`src/rtl/mcif_rd_arb_pkg.sv`:
```
// ---------------------------------------------------------------------------
// mcif_rd_arb_pkg
//   Shared constants for the MCIF read-channel arbiter. These are the CNN-top
//   values the arbiter and its tag FIFO default to.
//   - CNN_LEN_W    : burst-length field width (log2 of the AXI burst length)
//   - CNN_DW       : response data width (MAX_DAT_DW * Tout)
//   - CNN_OT_DEPTH : maximum outstanding bursts (power of two)
//   - port_e       : read-port index (feature-data DMA = 0, weight DMA = 1)
//   - PD_*_LSB     : field offsets inside a request payload
//                    {len_m1, addr_hi[31:0], addr_lo[31:0]}
// ---------------------------------------------------------------------------
package mcif_rd_arb_pkg;

  localparam int LOG2_AXI_BURST_LEN = 8;
  localparam int MAX_DAT_DW         = 16;
  localparam int TOUT               = 16;

  localparam int CNN_LEN_W    = LOG2_AXI_BURST_LEN;
  localparam int CNN_DW       = MAX_DAT_DW * TOUT;
  localparam int CNN_OT_DEPTH = 16;

  typedef enum logic {
    PORT_DAT = 1'b0,
    PORT_WT  = 1'b1
  } port_e;

  localparam int PD_ADDR_LO_LSB = 0;
  localparam int PD_ADDR_HI_LSB = 32;
  localparam int PD_LEN_LSB     = 64;

endpackage

```
`src/rtl/mcif_rd_tag_fifo.sv`:
```
// ---------------------------------------------------------------------------
// mcif_rd_tag_fifo
//   Synchronous FIFO holding one {src, len_m1} tag per outstanding burst, in
//   the order the bursts were issued to MCIF. Push and pop in the same cycle
//   both take effect. A push while full or a pop while empty is ignored.
// Ports
//   clk, rst_n : clock, asynchronous active-low reset
//   i_push     : write i_wdata at the tail
//   i_wdata    : tag to store
//   i_pop      : discard the head entry
//   o_rdata    : head entry (valid while !o_empty)
//   o_full     : DEPTH entries stored
//   o_empty    : no entries stored
//   o_count    : occupancy, 0..DEPTH
// ---------------------------------------------------------------------------
module mcif_rd_tag_fifo #(
  parameter int W     = 9,
  parameter int DEPTH = 16
) (
  input  logic                     clk,
  input  logic                     rst_n,
  input  logic                     i_push,
  input  logic [W-1:0]             i_wdata,
  input  logic                     i_pop,
  output logic [W-1:0]             o_rdata,
  output logic                     o_full,
  output logic                     o_empty,
  output logic [$clog2(DEPTH):0]   o_count
);

  localparam int AW = $clog2(DEPTH);

  logic [W-1:0]  r_mem [DEPTH];
  logic [AW-1:0] r_wr_ptr;
  logic [AW-1:0] r_rd_ptr;
  logic [AW:0]   r_count;

  logic w_push;
  logic w_pop;

  assign w_push = i_push & ~o_full;
  assign w_pop  = i_pop  & ~o_empty;

  // NOTE: storage is deliberately left out of reset; occupancy and pointers
  // decide what is valid, so resetting the array would only cost flops.
  always_ff @(posedge clk) begin
    if (w_push) r_mem[r_wr_ptr] <= i_wdata;
  end

  // NOTE: all state registers use non-blocking assignments so every flop
  // samples pre-edge values regardless of statement order.
  always_ff @(posedge clk or negedge rst_n) begin
    if (!rst_n) begin
      r_wr_ptr <= '0;
      r_rd_ptr <= '0;
      r_count  <= '0;
    end else begin
      // DEPTH is a power of two, so the pointers wrap on their own.
      if (w_push) r_wr_ptr <= r_wr_ptr + AW'(1);
      if (w_pop)  r_rd_ptr <= r_rd_ptr + AW'(1);
      case ({w_push, w_pop})
        2'b10:   r_count <= r_count + (AW+1)'(1);
        2'b01:   r_count <= r_count - (AW+1)'(1);
        default: r_count <= r_count;
      endcase
    end
  end

  assign o_rdata = r_mem[r_rd_ptr];
  assign o_full  = (r_count == (AW+1)'(DEPTH));
  assign o_empty = (r_count == '0);
  assign o_count = r_count;

endmodule

```
`src/rtl/mcif_rd_arb.sv`:
```
// ---------------------------------------------------------------------------
// mcif_rd_arb
//   Two-port read-channel arbiter in front of MCIF. The feature-data DMA
//   (dat, port 0) and the weight DMA (wt, port 1) each see a private read
//   port. Requests are granted round-robin into a single registered stage
//   toward MCIF; each grant pushes {src, len_m1} into an in-order tag FIFO
//   whose head steers returning beats back to the issuing port.
// Ports
//   clk, rst_n                      : clock, asynchronous active-low reset
//   dat_req_* / wt_req_*            : per-port request (vld/rdy/pd)
//   mcif_req_*                      : registered request toward MCIF
//   mcif_resp_*                     : response beats from MCIF, in order
//   dat_resp_* / wt_resp_*          : per-port response handshake
//   resp_pd                         : response data, shared by both ports
//   resp_last                       : current beat ends its burst
//   busy                            : a request staged or a burst pending
//   err_orphan                      : sticky, beat arrived with no burst
//                                     pending
// ---------------------------------------------------------------------------
module mcif_rd_arb
  import mcif_rd_arb_pkg::*;
#(
  parameter int LEN_W    = CNN_LEN_W,
  parameter int PD_W     = LEN_W + 64,
  parameter int DW       = CNN_DW,
  parameter int OT_DEPTH = CNN_OT_DEPTH
) (
  input  logic            clk,
  input  logic            rst_n,

  input  logic            dat_req_vld,
  output logic            dat_req_rdy,
  input  logic [PD_W-1:0] dat_req_pd,
  input  logic            wt_req_vld,
  output logic            wt_req_rdy,
  input  logic [PD_W-1:0] wt_req_pd,

  output logic            mcif_req_vld,
  input  logic            mcif_req_rdy,
  output logic [PD_W-1:0] mcif_req_pd,

  input  logic            mcif_resp_vld,
  output logic            mcif_resp_rdy,
  input  logic [DW-1:0]   mcif_resp_pd,

  output logic            dat_resp_vld,
  input  logic            dat_resp_rdy,
  output logic            wt_resp_vld,
  input  logic            wt_resp_rdy,
  output logic [DW-1:0]   resp_pd,
  output logic            resp_last,

  output logic            busy,
  output logic            err_orphan
);

  localparam int TAG_W = 1 + LEN_W;
  localparam int CNT_W = $clog2(OT_DEPTH) + 1;

  // Request stage and arbitration state
  logic              r_stg_vld;
  logic [PD_W-1:0]   r_stg_pd;
  port_e             r_last_grant;

  // Response state
  logic [LEN_W-1:0]  r_beat_cnt;
  logic              r_err_orphan;

  logic              w_stg_free;
  logic              w_can_acc;
  logic              w_dat_acc;
  logic              w_wt_acc;
  logic              w_acc;
  port_e             w_grant;
  logic [PD_W-1:0]   w_acc_pd;

  logic [TAG_W-1:0]  w_tag_in;
  logic [TAG_W-1:0]  w_head;
  logic              w_fifo_full;
  logic              w_fifo_empty;
  logic [CNT_W-1:0]  w_fifo_cnt;
  port_e             w_head_src;
  logic [LEN_W-1:0]  w_head_len;
  logic              w_sel_rdy;
  logic              w_beat_fire;
  logic              w_pop;

  // -------------------------------------------------------------------------
  // Request side
  // -------------------------------------------------------------------------
  // The stage can reload in the same cycle MCIF takes its current content,
  // so back-pressure never inserts a bubble.
  assign w_stg_free = ~r_stg_vld | mcif_req_rdy;
  // A full tag FIFO blocks accepts even when a pop is happening this cycle.
  assign w_can_acc  = w_stg_free & ~w_fifo_full;

  // Each port's ready looks only at the other port's valid: a port loses
  // only when the other one is also requesting and this port won last time.
  assign dat_req_rdy = w_can_acc & ~(wt_req_vld  & (r_last_grant == PORT_DAT));
  assign wt_req_rdy  = w_can_acc & ~(dat_req_vld & (r_last_grant == PORT_WT));

  assign w_dat_acc = dat_req_vld & dat_req_rdy;
  assign w_wt_acc  = wt_req_vld  & wt_req_rdy;
  assign w_acc     = w_dat_acc | w_wt_acc;
  assign w_grant   = w_wt_acc ? PORT_WT : PORT_DAT;
  assign w_acc_pd  = w_wt_acc ? wt_req_pd : dat_req_pd;

  // The tag is pushed at accept time; the single in-order stage guarantees
  // MCIF sees requests in the same order as the FIFO.
  assign w_tag_in = {w_grant, w_acc_pd[PD_LEN_LSB +: LEN_W]};

  always_ff @(posedge clk or negedge rst_n) begin
    if (!rst_n) begin
      r_stg_vld    <= 1'b0;
      r_stg_pd     <= '0;
      r_last_grant <= PORT_WT;
    end else begin
      if (w_acc) begin
        r_stg_vld    <= 1'b1;
        r_stg_pd     <= w_acc_pd;
        r_last_grant <= w_grant;
      end else if (mcif_req_rdy) begin
        r_stg_vld    <= 1'b0;
      end
    end
  end

  assign mcif_req_vld = r_stg_vld;
  assign mcif_req_pd  = r_stg_pd;

  // -------------------------------------------------------------------------
  // Tag FIFO
  // -------------------------------------------------------------------------
  mcif_rd_tag_fifo #(
    .W     (TAG_W),
    .DEPTH (OT_DEPTH)
  ) u_tag_fifo (
    .clk     (clk),
    .rst_n   (rst_n),
    .i_push  (w_acc),
    .i_wdata (w_tag_in),
    .i_pop   (w_pop),
    .o_rdata (w_head),
    .o_full  (w_fifo_full),
    .o_empty (w_fifo_empty),
    .o_count (w_fifo_cnt)
  );

  assign w_head_src = port_e'(w_head[TAG_W-1]);
  assign w_head_len = w_head[LEN_W-1:0];

  // -------------------------------------------------------------------------
  // Response side (fully combinational steering)
  // -------------------------------------------------------------------------
  assign w_sel_rdy = (w_head_src == PORT_WT) ? wt_resp_rdy : dat_resp_rdy;

  assign dat_resp_vld = mcif_resp_vld & ~w_fifo_empty & (w_head_src == PORT_DAT);
  assign wt_resp_vld  = mcif_resp_vld & ~w_fifo_empty & (w_head_src == PORT_WT);

  // With nothing pending a stray beat is swallowed so MCIF cannot stall.
  assign mcif_resp_rdy = w_fifo_empty ? mcif_resp_vld : w_sel_rdy;

  assign resp_pd   = mcif_resp_pd;
  assign resp_last = ~w_fifo_empty & (r_beat_cnt == w_head_len);

  assign w_beat_fire = mcif_resp_vld & ~w_fifo_empty & w_sel_rdy;
  assign w_pop       = w_beat_fire & resp_last;

  always_ff @(posedge clk or negedge rst_n) begin
    if (!rst_n) begin
      r_beat_cnt   <= '0;
      r_err_orphan <= 1'b0;
    end else begin
      if (w_beat_fire) begin
        r_beat_cnt <= resp_last ? '0 : r_beat_cnt + LEN_W'(1);
      end
      if (mcif_resp_vld & w_fifo_empty) begin
        r_err_orphan <= 1'b1;
      end
    end
  end

  assign err_orphan = r_err_orphan;
  assign busy       = r_stg_vld | (w_fifo_cnt != '0);

endmodule
```
`config.mk`:
```
export PLATFORM = sky130hd
export DESIGN_NAME = mcif_rd_arb
export DESIGN_NICKNAME = d
export VERILOG_FILES = /design/src/rtl/mcif_rd_arb_pkg.sv /design/src/rtl/mcif_rd_tag_fifo.sv /design/src/rtl/mcif_rd_arb.sv
export SDC_FILE = /design/constraint.sdc
export NUM_CORES = 1
export LEC_CHECK = 0
export CORE_AREA = 5 5 288 290
export CTS_CLUSTER_DIAMETER = 60
export DETAILED_ROUTE_END_ITERATION = 7
export DIE_AREA = 0 0 293 295
export PLACE_DENSITY = 0.42
export SLEW_MARGIN = 30
export SYNTH_ARGS = -nofsm -noshare
export SYNTH_HDL_FRONTEND = slang
export SYNTH_SLANG_ARGS = --single-unit
```
`constraint.sdc`:
```
create_clock -name clk -period 3.9 [get_ports clk]
set_input_delay 0.585 -clock clk [delete_from_list [all_inputs] [get_ports clk]]
set_output_delay 0.585 -clock clk [all_outputs]
set_load 0.01 [all_outputs]
```
### Sequential cells grouped by signal name

The bar under the picture is 100 um long. Other sequential cells in the stronger grey, the rest of the logic in the fainter grey.
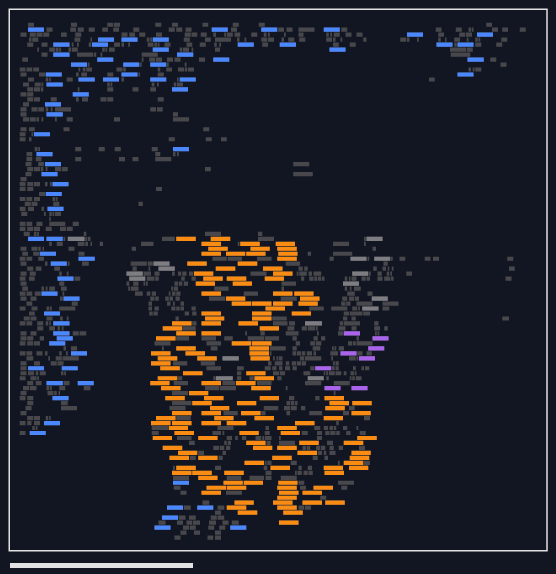
Key: orange = u_tag_fifo.r_mem [placed flops 144]; blue = mcif_req_pd [placed flops 72]; purple = r_beat_cnt [placed flops 8]

### The clock network

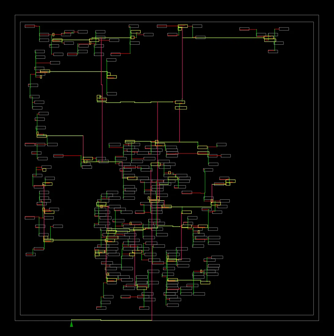
clkbuf count: 46
final setup skew: 0.0293 ns
flop count: 240
reported clock group power: 3.34 mW
Num CTS Buffers: 37

### Port wiring

The bar under the picture is 100 um long.
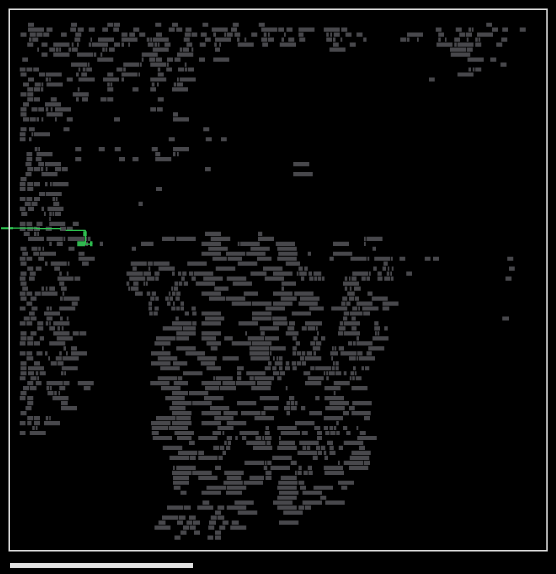
Key: green = wt_req_vld [bits 1, direction input, edge left, end cells 3, buffers 1, wire 50.4 um]

==> results_dict.tcl <==
# metrics dict for downstream scripts
set metrics [dict create \
    outcome "finished, final reports clean" \
    grt_max_degree 87 \
    lay_top_count "clkdlybuf4s50_1" \
    power.leakage_nw 5.89 \
    syn_area_um2 12400 \
    vias_per_cell 3.51 \
    r2r_end "u_tag_fifo.o_count[4]$_DFFE_PN0P_" \
    cts_max_level 2 \
    final_cell_mix "230 x clkdlybuf4s50_1, 144 x edfxtp_1, 93 x mux2i_1, 93 x dfrtp_1, 82 x nand2_1" \
    power_density_nw_per_um2 576 \
    clkSinkCount 240 \
    wl_met3_um 7370 \
    fp_util 0.155 \
    core_area_um2 80000 \
    placed_cells 2051 \
    post_cts_buffers 4 \
    grt_pass1_wl_um 61100 \
    largest_register_ffs 144 \
    grt-busiest-layer "met2" \
    tool_warnings 31 \
    num_vias 7469 \
    reg2reg_depth 15 \
    hold_buffers 0 \
    drt-initial-drc-count 403 \
    flop_cell "edfxtp_1" \
    maxUsedRoutingLayer "met5" \
    startpoint_type "flip-flop" \
    crit_chain "buf_12, mux4_2, mux4_2, xnor2_1, o31ai_1, or3_1, nand3b_1, buf_6, inv_4, buf_6" \
    reg2reg_from "u_tag_fifo.r_rd_ptr[1]$_DFFE_PN0P_" \
    endpoint "resp_last" \
    crit_arrival_ns 3.25 \
    yosys-top-cells-area "edfxtp_1 35%, dfrtp_1 19%, buf_4 15%" \
    antenna_found_initial 9 \
    yosys.area.top_type_share 0.348 \
    io_buffers 232 \
    cp-startpoint "u_tag_fifo.r_rd_ptr[1]$_DFFE_PN0P_" \
    clockBufferDepth 3 \
    fin_cells 2128 \
    placed_area_um2 14500 \
    syn_area_per_cell_um2 12.3 \
    yosys_area_um2 12400 \
    ys_types 49 \
    p_clk_frac 0.366 \
    synthTopCellsByCount "256 x buf_4, 144 x edfxtp_1, 95 x dfrtp_1" \
    met1_usage 0.119 \
    die_w_um 293 \
    p_sw_frac 0.298 \
    vdd_drop_max_uv 222 \
    tritoncts "done" \
    whs_ns 0.124 \
    grt_usage 0.0987 \
    yosysWarnings 0 \
    drc 0 \
    drtAntennaViolNets 0 \
    cts_resized 14 \
    ys_ff 240 \
    cp-end-kind "primary output" \
    fin_tns_setup_ns 0 \
    chip_area_um2 86400 \
    fin_nets 1454 \
    largest_area_cell "edfxtp_1" \
    critPathTopFamily "multiplexers" \
    design_area_um2 15800 \
    slew_headroom 0.468 \
    ys_cells 1007 \
    finalCriticalPeriod_ns 3.83 \
    path_buffers 4 \
    maxSlewViolCount 0 \
    yosysSeqAreaShare 0.542 \
    cp_num_cells 10 \
    grt_pass1_vias 7961 \
    cp_slowest_cell "mux4_2" \
    top_level_ports 745 \
    setup_viol 0 \
    drive_gt1_frac 0.170 \
    crit_required_ns 3.31 \
    wl_um 44700 \
    tightest_slew_ns 0.798 \
    drt-met1-wl_um 18100 \
    seq_power_share 0.385 \
    drv_cap 0 \
    clock_latency_ns 0.55 \
]
-- cell type report --
cell class	instances	area, um2
flip-flops and latches	240	6730
well taps	1060	1330
clock inverters	22	250
repair buffers	290	2860
diodes	4	10.0
multi-input cells	457	3630
fillers	8644	64200
clock buffers	46	991
inverters	9	38.8
-- kinds of logic after synthesis --
family	synth area share
buf+inv	0.172
flops	0.542
simple gates	0.0713
mux	0.139
compound gates	0.0538
xor+xnor	0.00987
fa+ha+maj	0.0117
-- power groups by stage --
stage	clock [mW]	combinational (mW)	sequential (mW)
6_report	3.34	2.28	3.51
5_1_grt	3.57	2.50	3.57
3_3_place_gp	0	2.30	3.54
4_1_cts	3.46	2.32	3.51
2_1_floorplan	0	1.17	3.60
3_5_place_dp	0	2.31	3.55
Power is estimated from default activity; no workload was simulated.
